### src/rtl/cpu_mem_pkg.sv
// Shared definitions for the memory stage and DataMemory: word/address widths and FSM states.
// Latency: none (types and constants only).
// Backpressure: not applicable.
package cpu_mem_pkg;

    // Default widths shared with DataMemory.
    localparam int MEM_DATA_W = 24;
    localparam int MEM_ADDR_W = 24;

    // Memory-stage controller states.
    typedef enum logic [1:0] {
        ST_IDLE      = 2'd0,
        ST_WRITE     = 2'd1,
        ST_READ_WAIT = 2'd2,
        ST_RESP      = 2'd3
    } state_t;

endpackage

### src/rtl/mem_access_unit.sv
// Memory-stage controller: one load/store at a time into DataMemory, result returned to writeback.
// Latency: fault 0, store 1, load READ_LAT cycles from the accept edge to RespValid.
// Backpressure: ReqReady low from accept until the cycle after the RespReady handoff.
module mem_access_unit
    import cpu_mem_pkg::*;
#(
    parameter int DATA_W    = MEM_DATA_W,
    parameter int ADDR_W    = MEM_ADDR_W,
    parameter int MEM_DEPTH = 256,
    parameter int READ_LAT  = 1
) (
    input  logic              Clock,
    input  logic              Reset,
    input  logic              ReqValid,
    output logic              ReqReady,
    input  logic              ReqWrite,
    input  logic [ADDR_W-1:0] ReqAddr,
    input  logic [DATA_W-1:0] ReqData,
    output logic              RespValid,
    input  logic              RespReady,
    output logic [DATA_W-1:0] RespData,
    output logic              RespWrite,
    output logic              RespErr,
    output logic [ADDR_W-1:0] Adresa,
    output logic [DATA_W-1:0] WriteData,
    output logic              MemWrite,
    output logic              MemRead,
    input  logic [DATA_W-1:0] ReadData
);

    // Wide enough for READ_LAT-1 over the whole legal 1..4 range.
    localparam int               CNT_W     = 3;
    localparam logic [CNT_W-1:0] CNT_LOAD  = CNT_W'(READ_LAT - 1);
    // One extra bit so MEM_DEPTH == 2**ADDR_W still compares correctly.
    localparam logic [ADDR_W:0]  DEPTH_EXT = (ADDR_W + 1)'(MEM_DEPTH);

    state_t            state, state_nxt;
    logic [CNT_W-1:0]  cnt, cnt_nxt;
    logic              req_ready_nxt;
    logic              resp_valid_nxt;
    logic [DATA_W-1:0] resp_data_nxt;
    logic              resp_write_nxt;
    logic              resp_err_nxt;
    logic [ADDR_W-1:0] adresa_nxt;
    logic [DATA_W-1:0] write_data_nxt;
    logic              mem_write_nxt;
    logic              mem_read_nxt;
    logic              accept;
    logic              addr_fault;

    assign accept     = (state == ST_IDLE) && ReqReady && ReqValid;
    assign addr_fault = ({1'b0, ReqAddr} >= DEPTH_EXT);

    // State, counter and every output are registered; reset clears all, ReqReady included.
    always_ff @(posedge Clock) begin
        if (!Reset) begin
            state     <= ST_IDLE;
            cnt       <= '0;
            ReqReady  <= 1'b0;
            RespValid <= 1'b0;
            RespData  <= '0;
            RespWrite <= 1'b0;
            RespErr   <= 1'b0;
            Adresa    <= '0;
            WriteData <= '0;
            MemWrite  <= 1'b0;
            MemRead   <= 1'b0;
        end else begin
            state     <= state_nxt;
            cnt       <= cnt_nxt;
            ReqReady  <= req_ready_nxt;
            RespValid <= resp_valid_nxt;
            RespData  <= resp_data_nxt;
            RespWrite <= resp_write_nxt;
            RespErr   <= resp_err_nxt;
            Adresa    <= adresa_nxt;
            WriteData <= write_data_nxt;
            MemWrite  <= mem_write_nxt;
            MemRead   <= mem_read_nxt;
        end
    end

    // Next-state and next-output logic; everything holds unless a transition changes it.
    always_comb begin
        state_nxt      = state;
        cnt_nxt        = cnt;
        req_ready_nxt  = ReqReady;
        resp_valid_nxt = RespValid;
        resp_data_nxt  = RespData;
        resp_write_nxt = RespWrite;
        resp_err_nxt   = RespErr;
        adresa_nxt     = Adresa;
        write_data_nxt = WriteData;
        mem_write_nxt  = MemWrite;
        mem_read_nxt   = MemRead;

        case (state)
            ST_IDLE: begin
                // ReqReady rises one edge after reset release, so an accept never
                // coincides with that first edge.
                req_ready_nxt = 1'b1;
                mem_write_nxt = 1'b0;
                mem_read_nxt  = 1'b0;
                if (accept) begin
                    req_ready_nxt  = 1'b0;
                    adresa_nxt     = ReqAddr;
                    write_data_nxt = ReqData;
                    if (addr_fault) begin
                        // Out-of-range: answer straight away, memory is never strobed.
                        state_nxt      = ST_RESP;
                        resp_valid_nxt = 1'b1;
                        resp_err_nxt   = 1'b1;
                        resp_data_nxt  = '0;
                        resp_write_nxt = ReqWrite;
                    end else if (ReqWrite) begin
                        state_nxt     = ST_WRITE;
                        mem_write_nxt = 1'b1;
                    end else begin
                        state_nxt    = ST_READ_WAIT;
                        mem_read_nxt = 1'b1;
                        cnt_nxt      = CNT_LOAD;
                    end
                end
            end

            ST_WRITE: begin
                // DataMemory captures on this edge; the strobe lasts exactly one cycle.
                state_nxt      = ST_RESP;
                mem_write_nxt  = 1'b0;
                resp_valid_nxt = 1'b1;
                resp_write_nxt = 1'b1;
                resp_err_nxt   = 1'b0;
                resp_data_nxt  = '0;
            end

            ST_READ_WAIT: begin
                if (cnt != '0) begin
                    cnt_nxt = cnt - CNT_W'(1);
                end else begin
                    state_nxt      = ST_RESP;
                    mem_read_nxt   = 1'b0;
                    resp_valid_nxt = 1'b1;
                    resp_write_nxt = 1'b0;
                    resp_err_nxt   = 1'b0;
                    resp_data_nxt  = ReadData;
                end
            end

            ST_RESP: begin
                // Response held until writeback takes it; ReqReady only returns afterwards.
                if (RespReady) begin
                    state_nxt      = ST_IDLE;
                    resp_valid_nxt = 1'b0;
                    resp_err_nxt   = 1'b0;
                    resp_data_nxt  = '0;
                    req_ready_nxt  = 1'b1;
                end
            end

            default: begin
                state_nxt     = ST_IDLE;
                mem_write_nxt = 1'b0;
                mem_read_nxt  = 1'b0;
            end
        endcase
    end

endmodule

### config.mk
export PLATFORM = sky130hd
export DESIGN_NAME = mem_access_unit
export DESIGN_NICKNAME = d
export VERILOG_FILES = /design/src/rtl/cpu_mem_pkg.sv /design/src/rtl/mem_access_unit.sv
export SDC_FILE = /design/constraint.sdc
export NUM_CORES = 1
export LEC_CHECK = 0
export ABC_CLOCK_PERIOD_IN_PS = 4400
export CELL_PAD_IN_SITES_DETAIL_PLACEMENT = 1
export CELL_PAD_IN_SITES_GLOBAL_PLACEMENT = 2
export CORE_MARGIN = 10
export CORE_UTILIZATION = 24
export CTS_CLUSTER_SIZE = 12
export DETAILED_ROUTE_END_ITERATION = 6
export HOLD_SLACK_MARGIN = 0.06
export MAX_ROUTING_LAYER = met4
export PLACE_DENSITY = 0.89
export SETUP_SLACK_MARGIN = 0.3
export SYNTH_ARGS = -nofsm -noshare
export SYNTH_HDL_FRONTEND = slang
export SYNTH_SLANG_ARGS = --single-unit
### constraint.sdc
create_clock -name Clock -period 4.4 [get_ports Clock]
set_input_delay 0.88 -clock Clock [delete_from_list [all_inputs] [get_ports Clock]]
set_output_delay 0.88 -clock Clock [all_outputs]
set_load 0.02 [all_outputs]
**Run 1: where the registers sit**

Scale bar: 50 µm.
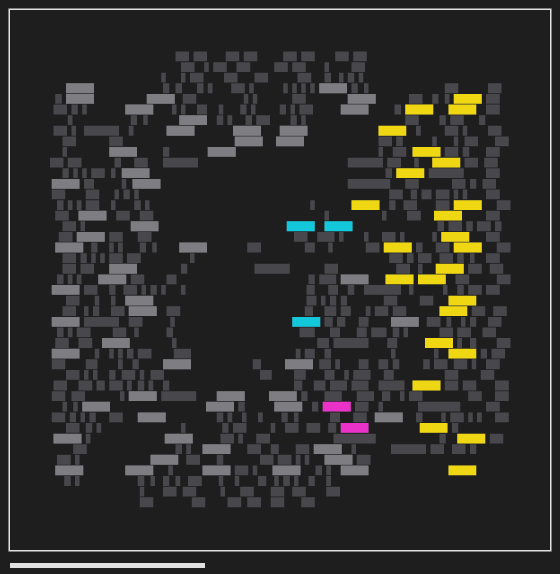
- `cnt`: cyan (placed flops 3)
- `state`: magenta (placed flops 2)
- `RespData`: yellow (placed flops 24)

**Run 1: placed standard cells**

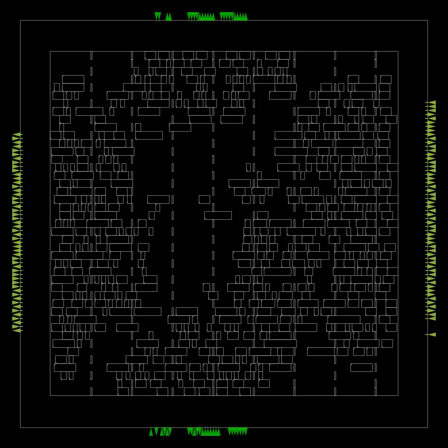
flop share of the area: 30.9%
core region area: 0.0138 mm²
utilization after layout: 38.9%
standard-cell rows: 43
Layout Cells excl Fill: 723

**Run 1: routed clock nets over the placement**

Scale bar: 50 µm.
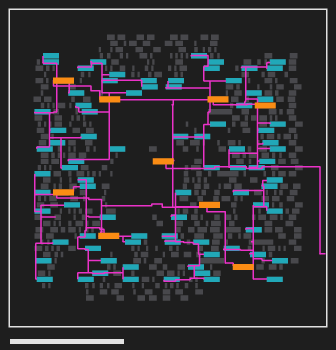
- clock-net drivers: orange (count 9)
- clock wires: magenta (length 1,280 µm)
- flip-flops: cyan (count 83)
- flops lie: widely spread
- routed clock nets: 10
clock group share of total power: 32.1%
clock group total power: 871 µW

==> flow_summary_export.csv, run 1 <==
group,metric,value,unit
setup_path,critical_path_depth,5,
drt,routedWlPerCell,16.9,µm
finish,layout.buffer.nonclock.area_share,29.3,%
placement,dp_cells,707,
timing,max_slew_margin,31.4,%
synthesis,fraction_of_synthesized_area_in_multiplexers,8.04,%
drt,routed_via_density,4.59,
timing,setup_viol,0,
timing,tightest_slew,1030,ps
synthesis,ys_seq_share,49.4,%
placement,detailedPlacementHpwl,9050,µm
finish,num-nonclk-inverters,7,
synthesis,xor_xnor_area_share,0,%
synthesis,synth_area_per_cell,8.45,µm²
clock_tree,ctsResizeCount,0,
run_status,status,"finished clean",
finish,post-route-cell-area,0.00537,mm²
global_routing,first_global_vias,3648,
synthesis,synth-adder-area-share,2.60,%
global_routing,gr-usage-met1,14.8,%
pwr,netSwitchingFraction,33.1,%
setup_path,rr_startpoint,"state[0]",
drt,antenna_left,0,
finish,final_common_cell,"clkdlybuf4s50_1",
timing,grt_setup_unrepaired,"false",
finish,nets,622,
setup_path,timing.critical_path.from,"RespReady",
die,chip_area,0.0191,mm²
flow_run,max_cap_viol_count,0,
synthesis,flop_cell,"dfxtp_1",
drt,routed_wirelength,12200,µm
synthesis,distinct_cell_type_count_after_synthesis,38,
finish,seq_cells,83,
[run 1: metrics by stage]
stage / power, µW / hold slack (ps) / utilization, % / setup WS (ps)
after floorplan: 1510 / 438 / - / 2330
after global placement: 1840 / 442 / 36.4 / 1320
after detailed placement: 1870 / 447 / 36.4 / 1220
after CTS: 2760 / 456 / 38.9 / 1560
after global routing: 2870 / 477 / 38.9 / 1440
final: 2710 / 449 / 38.9 / 1620
[run 1: kinds of logic after synthesis]
| logic type | count (synthesis) |
|---|---|
| mux | 27 |
| buf+inv | 37 |
| flops | 83 |
| simple gates | 174 |
| compound gates | 70 |
| fa+ha+maj | 7 |
[run 1: registers in the layout (all words and copies together) (netlist names), 2 cells and up]
signal / cells
state: 2
Adresa: 24
WriteData: 24
cnt: 3
RespData: 24
**Run 1: wiring heat map**

The die is cut into 28 by 28 equal tiles; dark blue is low, red is high, scaled to the fullest tile. Values are wire area over tile area, all layers added.
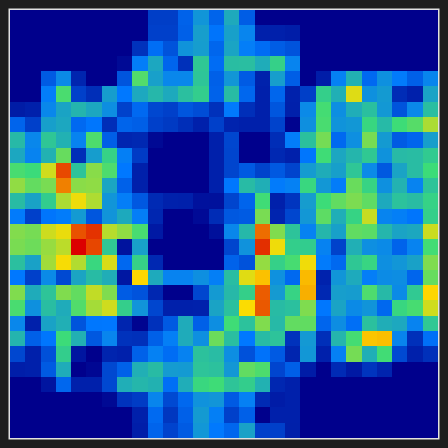

==> run 1 -> run 2 <==
- ABC_CLOCK_PERIOD_IN_PS: 4400 -> 2900
- CORE_UTILIZATION: 24 -> 22
- PLACE_DENSITY: 0.89 -> 0.83
- clock period: 4.4 -> 2.9 ns (I/O delays scaled with it)
**Run 2: wiring heat map**

The die is cut into 29 by 29 equal tiles; dark blue is low, red is high, scaled to the fullest tile. Values are wire area over tile area, all layers added.
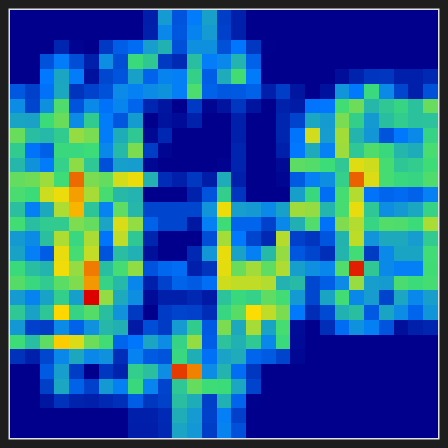
- densest ninth of the die: middle left
- mean over tiles: 0.10
- fullest tile: 0.42
- emptiest ninth of the die: lower right
- nearly empty tiles: 28%
- tiles over half the peak: 15%
DR WL/cell: 17.3 µm
total via count in the routed design: 3,353
total routing resource utilization after global routing: 12.4%
wire length reported by the detailed router: 12,800 µm

==> run 2 against run 1 <==
Clock power grew 62%. Worst setup slack worse by 1000 ps. Critical path depth is 1 higher. Cell count rose by 1.8%. Synthesized area stayed put. Largest cell class unchanged. Largest power group unchanged. Highest routed layer unchanged.
==> flow_summary_export.csv, run 2 <==
group,metric,value,unit
pwr,total_power,4270,µW
timing,tightest_slew,929,ps
finish,top_regs,"Adresa: 24 flops, RespData: 24 flops, WriteData: 24 flops",
die,row_count,45,
finish,finish.utilization,36.2,%
run_status,status,"finished clean",
synthesis,ys_seq_share,49.4,%
timing,max_slew_margin,37.7,%
finish,final_common_cell,"clkdlybuf4s50_1",
pwr,power.clock.fraction,33.0,%
drt,wl_met3,1430,µm
timing,grt_setup_unrepaired,"false",
setup_path,rr_startpoint,"state[0]",
synthesis,most_common_cell,"nand2_1",
finish,nets,627,
placement,detailedPlacementHpwl,9350,µm
setup_path,timing.critical_path.required,3170,ps
die,die-height,144,µm
global_routing,grt_antenna_before_repair,0,
timing,totalNegativeSetupSlack,0,ps
setup_path,cp-endpoint,"RespData[7]",
die,initial_core_util,22.3,%
clock_tree,ctsResizeCount,0,
synthesis,synth_area_per_cell,8.45,µm²
die,design.core.area,0.0151,mm²
timing,setup_viol,0,
synthesis,distinct_cell_type_count_after_synthesis,38,
synthesis,flop_cell,"dfxtp_1",
finish,num-nonclk-inverters,7,
finish,post-route-cell-area,0.00546,mm²
placement,preCtsSetupSlack,87.5,ps
global_routing,first_global_vias,3576,
die,well_tap_cells,188,
finish,layout.buffer.nonclock.area_share,29.6,%
drt,dr.first_iter.drc_count,93,
flow_run,max_cap_viol_count,0,
global_routing,gr-usage-met1,14.4,%
finish,sh_seq_area,30.4,%
timing,final_critical_path_setup_slack,613,ps
pwr,leakage_power_figure,0.00194,µW
worst_hold_path,hold_class,"register to register",
setup_path,timing.critical_path.from,"ReqAddr[9]",
drt,antenna_left,0,
die,chip_area,0.0206,mm²
timing,finalHoldWorstSlack,457,ps
pwr,p_int,2870,µW
drt,routed_via_density,4.56,
pwr,netSwitchingFraction,32.7,%
**Run 2: placed standard cells**

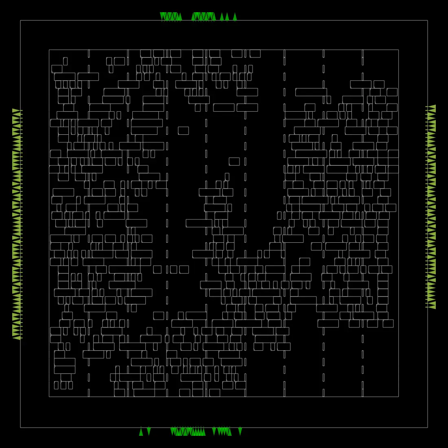
sequential cells: 83
Layout Cells excl Fill: 736

run 2: cell counts after synthesis:
No cell type changed its count.
run 2: power groups by stage:
stage          Combinational, µW  Clock (µW)  Sequential (µW)
4_1_cts                     1470        1450             1390
6_report                    1470        1410             1390
3_3_place_gp                1430           0             1410
3_5_place_dp                1460           0             1420
2_1_floorplan                708           0             1580
5_1_grt                     1590        1500             1410
run 2: critical path: stages:
cell	delay, ps
clkdlybuf4s50_1	480
nor4_1	70
buf_4	130
and4_1	280
a21boi_2	740
mux2i_1	270
run 2: kinds of logic after synthesis:
group                      synth area share, %
AOI/OAI and AO/OA                         12.6
adders and majority gates                 2.60
buffers and inverters                     5.25
DFF                                       49.4
muxes                                     8.04
and+or+nand+nor                           22.1
**Run 2: drive-strength map**

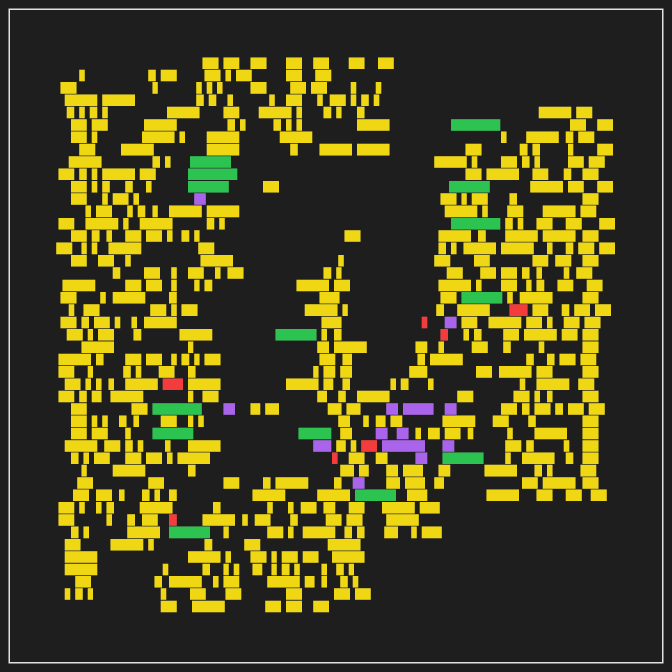

==> run 2 -> run 3 <==
- ABC_CLOCK_PERIOD_IN_PS: 2900 -> 2300
- clock period: 2.9 -> 2.3 ns (I/O delays scaled with it)
**Run 3: drive-strength map**

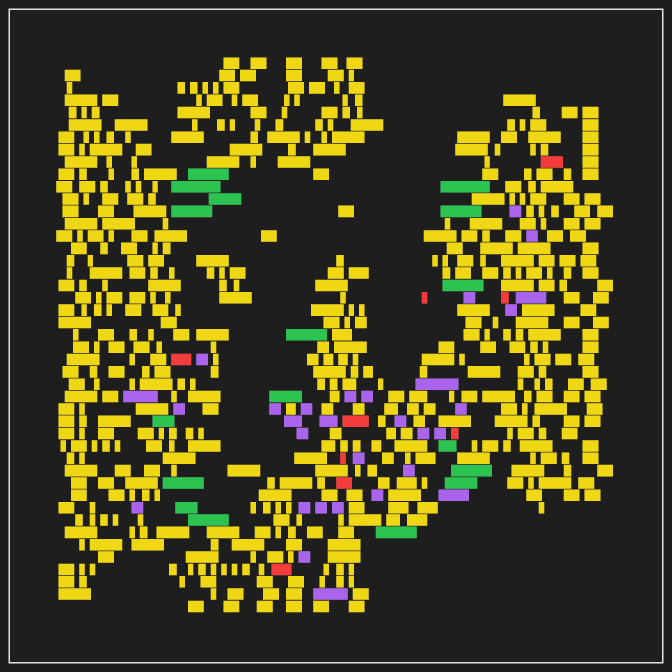
- x3 and x4: purple (cells 30; most used buf_4)
- x6 and larger: green (cells 17; most used clkbuf_16)
- x2: red (cells 9)
- x1 and smaller: yellow (cells 509; most used clkdlybuf4s50_1)
Area growth syn-to-layout: 67.7%
Post-Layout Inst Area: 0.00564 mm²
post-layout worst setup margin: 407 ps

**Run 3: where the registers sit**

Scale bar: 50 µm.
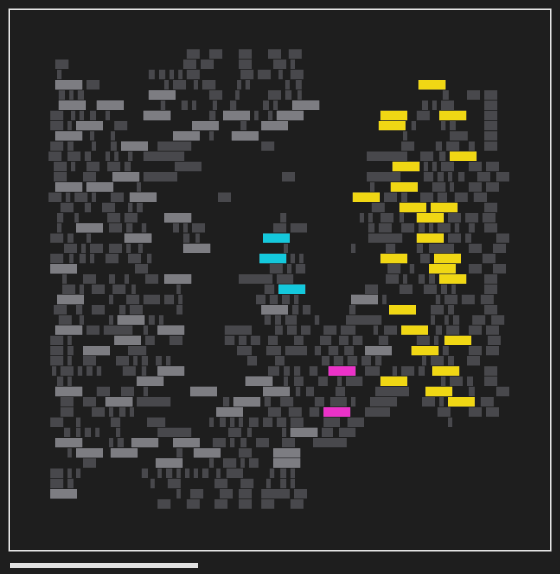
- `state`: magenta (placed flops 2)
- `RespData`: yellow (placed flops 24)
- `cnt`: cyan (placed flops 3)
- not coloured: 54
utilization after layout: 37.4%
flop share of the area: 29.5%
flip-flop and latch area: 0.00166 mm²

==> run 3 against run 2 <==
Critical path depth increased by 1. Total power grew 26%. Core utilization up 1.2 points. Non-clock buffer count up 17. Clock-buffer cell count up 3. Synthesized area stayed put. Routed wire length up 0.78%. Clock power is about 10% higher.
==> flow_summary_export.csv, run 3 <==
group,metric,value,unit
setup_path,critical_path.slowest_cell,"dfxtp_1",
timing,tightest_slew,543,ps
global_routing,grt_antenna_before_repair,0,
pwr,dominant_power_group,"combinational logic",
finish,seq_cells,83,
placement,preCtsSetupSlack,-303,ps
setup_path,cp-endpoint,"RespData[3]",
finish,top_regs,"Adresa: 24 flops, RespData: 24 flops, WriteData: 24 flops",
synthesis,most_common_cell,"nand2_1",
die,well_tap_cells,188,
global_routing,gr-usage-met1,14.5,%
global_routing,first_global_vias,3723,
die,row_count,45,
setup_path,path_cells,"inv_1 -> ha_1 -> a21boi_1 -> a221oi_4 -> a21boi_4 -> buf_12 -> mux2i_1",
setup_path,timing.critical_path.from,"state[0]",
timing,finalHoldWorstSlack,452,ps
die,initial_core_util,22.3,%
synthesis,flop_cell,"dfxtp_1",
pwr,leakage_power_figure,0.00204,µW
setup_path,critical_path_depth,7,
drt,routed_via_density,4.52,
timing,max_slew_margin,63.8,%
setup_path,rr_startpoint,"state[0]",
finish,nets,644,
finish,layout.buffer.nonclock.area_share,31.4,%
run_status,status,"finished clean",
die,design.core.area,0.0151,mm²
setup_path,critical_path.n_buffers_inverters,2,
[run 3: cell count changes in the layout (fill, tap and decap cells not counted), sizes merged]
cell      before  now
clkinvlp       2    1
buf           10   27
bufinv         4    2
clkbuf         9   12
[run 3: logic make-up (layout without fill, tap and decap cells)]
group                      count (synthesis)  after routing  share of synthesized area (%)
AOI/OAI and AO/OA                         70             71                           12.6
adders and majority gates                  7              7                           2.60
and+or+nand+nor                          174            174                           22.1
DFF                                       83             83                           49.4
buffers and inverters                     37            203                           5.25
muxes                                     27             27                           8.04
[run 3: metrics by stage]
stage,cells,power [µW],util (%)
floorplan,398,2880,-
global placement,731,3610,34.4
detailed placement,731,3670,34.4
CTS,752,5440,37.1
global route,753,5680,37.4
finish,753,5370,37.4
Power figures rest on the tool's default switching activity, not on a simulated workload.
